==> images/met1.png <==
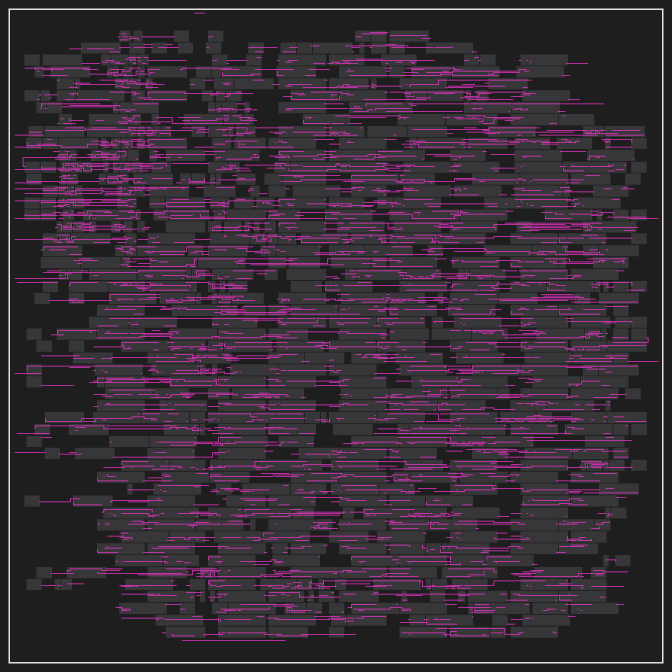
==> images/met2.png <==
The bar under the picture is 50 um long.
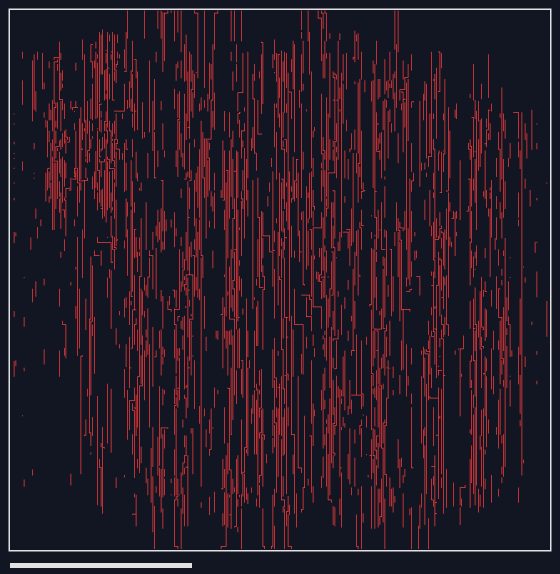
==> config.mk <==
export PLATFORM = sky130hd
export DESIGN_NAME = egr_tagring_rx
export DESIGN_NICKNAME = d
export VERILOG_FILES = /design/src/rtl/mby_gmm_pkg.sv /design/src/rtl/mby_egr_tag_fifo.sv /design/src/rtl/egr_tagring_rx.sv
export SDC_FILE = /design/constraint.sdc
export NUM_CORES = 1
export LEC_CHECK = 0
export CAP_MARGIN = 25
export CORE_MARGIN = 3
export CORE_UTILIZATION = 56
export CTS_BUF_LIST = sky130_fd_sc_hd__clkbuf_4 sky130_fd_sc_hd__clkbuf_8 sky130_fd_sc_hd__clkbuf_16
export DETAILED_ROUTE_END_ITERATION = 16
export PLACE_DENSITY = 0.79
export SKIP_CTS_REPAIR_TIMING = 1
export SYNTH_ARGS = -nofsm -noshare
export SYNTH_HDL_FRONTEND = slang
export SYNTH_SLANG_ARGS = --single-unit
export TNS_END_PERCENT = 50
==> constraint.sdc <==
create_clock -name cclk -period 9.2 [get_ports cclk]
set_input_delay 1.38 -clock cclk [delete_from_list [all_inputs] [get_ports cclk]]
set_output_delay 1.38 -clock cclk [all_outputs]
set_load 0.05 [all_outputs]
==> flow_summary.json <==
{
  "grt_max_degree": 59,
  "final_area_mm2": 0.0139,
  "slew_headroom_pct": 41.2,
  "netlist_area_mm2": 0.0114,
  "r2r_cells": 13,
  "cp-start-kind": "flip-flop",
  "hold_class": "reg2reg",
  "crit_slowest_cell": "buf_4",
  "fin_nets": 737,
  "cts_buffer_depth": 3,
  "final_cell_mix": "240 x edfxtp_1, 90 x clkdlybuf4s50_1, 60 x mux4_2",
  "antenna_cells": 0,
  "placed_cell_area_mm2": 0.0128,
  "pwr-share-clk_pct": 29.6,
  "ff2ff_setup_slack_ns": 5.81,
  "crit_type": "reg2out",
  "crit_path_max_fanout": 42,
  "core_mm2": 0.0197,
  "grt_pass1_vias": 6155,
  "grt_use_total_pct": 20.5,
  "chipWidth_um": 149,
  "post_drt_wl_per_cell_um": 22.7,
  "switching_share_pct": 32.9,
  "synth-async-reset-ratio_pct": 19.5,
  "cts_tree": "yes",
  "skew_ns": 0.0101,
  "dieArea_mm2": 0.0221,
  "pwr_density_cell_mw_per_mm2": 309,
  "io_buffers": 90,
  "fp.dieH_um": 149,
  "ios": 91,
  "clk_pin_slew_ns": 0.06,
  "drive_gt1_share_pct": 20.1,
  "crit_required_ns": 7.82,
  "hold_depth": 1,
  "p_leak_uw": 0.00474,
  "post-route-period-util_pct": 54.3,
  "largest_reg_flops": 240,
  "yosys_area_mm2": 0.0114,
  "flop_cell": "edfxtp_1",
  "cts-htree-levels": 1,
  "synth_cell_types": 37,
  "cts-root-buf": "clkbuf_16",
  "p_int_uw": 2870,
  "grt_pass1_wl_um": 34800,
  "synthToLayoutAreaGrowth_pct": 21.4,
  "min_period_ns": 5.00,
  "status": "finished, final reports clean",
  "insertion_delay_ns": 0.53,
  "synth.avg_cell_area_um2": 19.7
}
Notes on met1.png above:
The wires run mostly horizontal. The longest straight run is 39.6 um. 677 nets have wire on it. The layer holds 41% of the routed length. The layer carries 9,100 um of wire.
via count: 5,752
met1 global-route usage: 28.9%

Notes on met2.png above:
670 nets have wire on it. The wires run mostly vertical. The layer holds 51% of the routed length. The layer carries 11,400 um of wire. The longest straight run is 100 um.
grt met2 use: 34.3%
drt total wl: 22,100 um

metrics by stage:
stage | cells | setup slack (ns) | total power (uW) | hold WS, ns
after floorplan | 578 | 4.58 | 2630 | 0.480
after global placement | 915 | 4.59 | 3010 | 0.494
after detailed placement | 922 | 4.56 | 3040 | 0.511
after CTS | 975 | 4.08 | 4310 | 0.519
after global routing | 975 | 3.91 | 4440 | 0.557
final | 975 | 4.20 | 4270 | 0.521
metal layers:
layer	track usage [%]	share of wire [%]
met5	0	0
met3	3.46	5.6
met4	5.35	2.0
met1	28.9	41
met2	34.3	51
power groups by stage:
stage | Sequential [uW] | Combinational [uW] | Clock [uW]
2_1_floorplan | 1600 | 1030 | 0
3_3_place_gp | 1660 | 1350 | 0
3_5_place_dp | 1640 | 1410 | 0
4_1_cts | 1610 | 1420 | 1290
5_1_grt | 1620 | 1480 | 1340
6_report | 1610 | 1400 | 1270
final cells by class:
class / count / area [um^2]
sequential: 298 / 8660
fill: 1160 / 5870
multi-input combinational: 243 / 2660
timing repair buffer: 104 / 1110
clock buffer: 36 / 803
tap: 265 / 332
clock inverter: 17 / 235
inverter: 12 / 45.0
cells by family after synthesis:
group,Yosys count,share of synthesized area [%]
buffers and inverters,37,1.29
muxes,95,15.0
DFF,298,75.9
and+or+nand+nor,103,4.65
xor gates and xnor gates,6,0.461
adders and majority gates,10,1.16
AOI/OAI and AO/OA,29,1.62
cells in the mapped netlist (2+ instances only):
| library cell | n | share of area (%) |
|---|---|---|
| mux4_2 | 60 | 12 |
| or4_1 | 8 | 0.53 |
| clkbuf_1 | 16 | 0.53 |
| dfrtp_1 | 58 | 13 |
| mux2_2 | 4 | 0.39 |
| ha_1 | 9 | 0.99 |
| nand3_1 | 8 | 0.35 |
| xnor2_1 | 3 | 0.23 |
| nand2_1 | 11 | 0.36 |
| and2_1 | 2 | 0.11 |
| a21oi_1 | 12 | 0.53 |
| a21o_1 | 2 | 0.13 |
| edfxtp_1 | 240 | 63 |
| buf_1 | 2 | 0.066 |
| and3_1 | 2 | 0.11 |
| mux2i_1 | 31 | 2.7 |
| nand2b_1 | 7 | 0.38 |
| o21ai_0 | 2 | 0.088 |
| inv_1 | 12 | 0.39 |
| nor4_1 | 5 | 0.27 |
| nand4_1 | 5 | 0.27 |
| nor3_1 | 2 | 0.088 |
| buf_2 | 7 | 0.31 |
| nor2_1 | 41 | 1.3 |
| nor2b_1 | 2 | 0.11 |
| or3_1 | 6 | 0.33 |
| o31ai_1 | 9 | 0.59 |
| xor2_1 | 3 | 0.23 |
critical path, delay by kind of cell, from the launching register on:
| family | cells | cell delay [ns] |
|---|---|---|
| muxes | 2 | 0.85 |
| buffers and inverters | 2 | 1.46 |
| DFF | 1 | 0.68 |
| and+or+nand+nor | 1 | 0.06 |
Power is estimated from default activity; no workload was simulated.
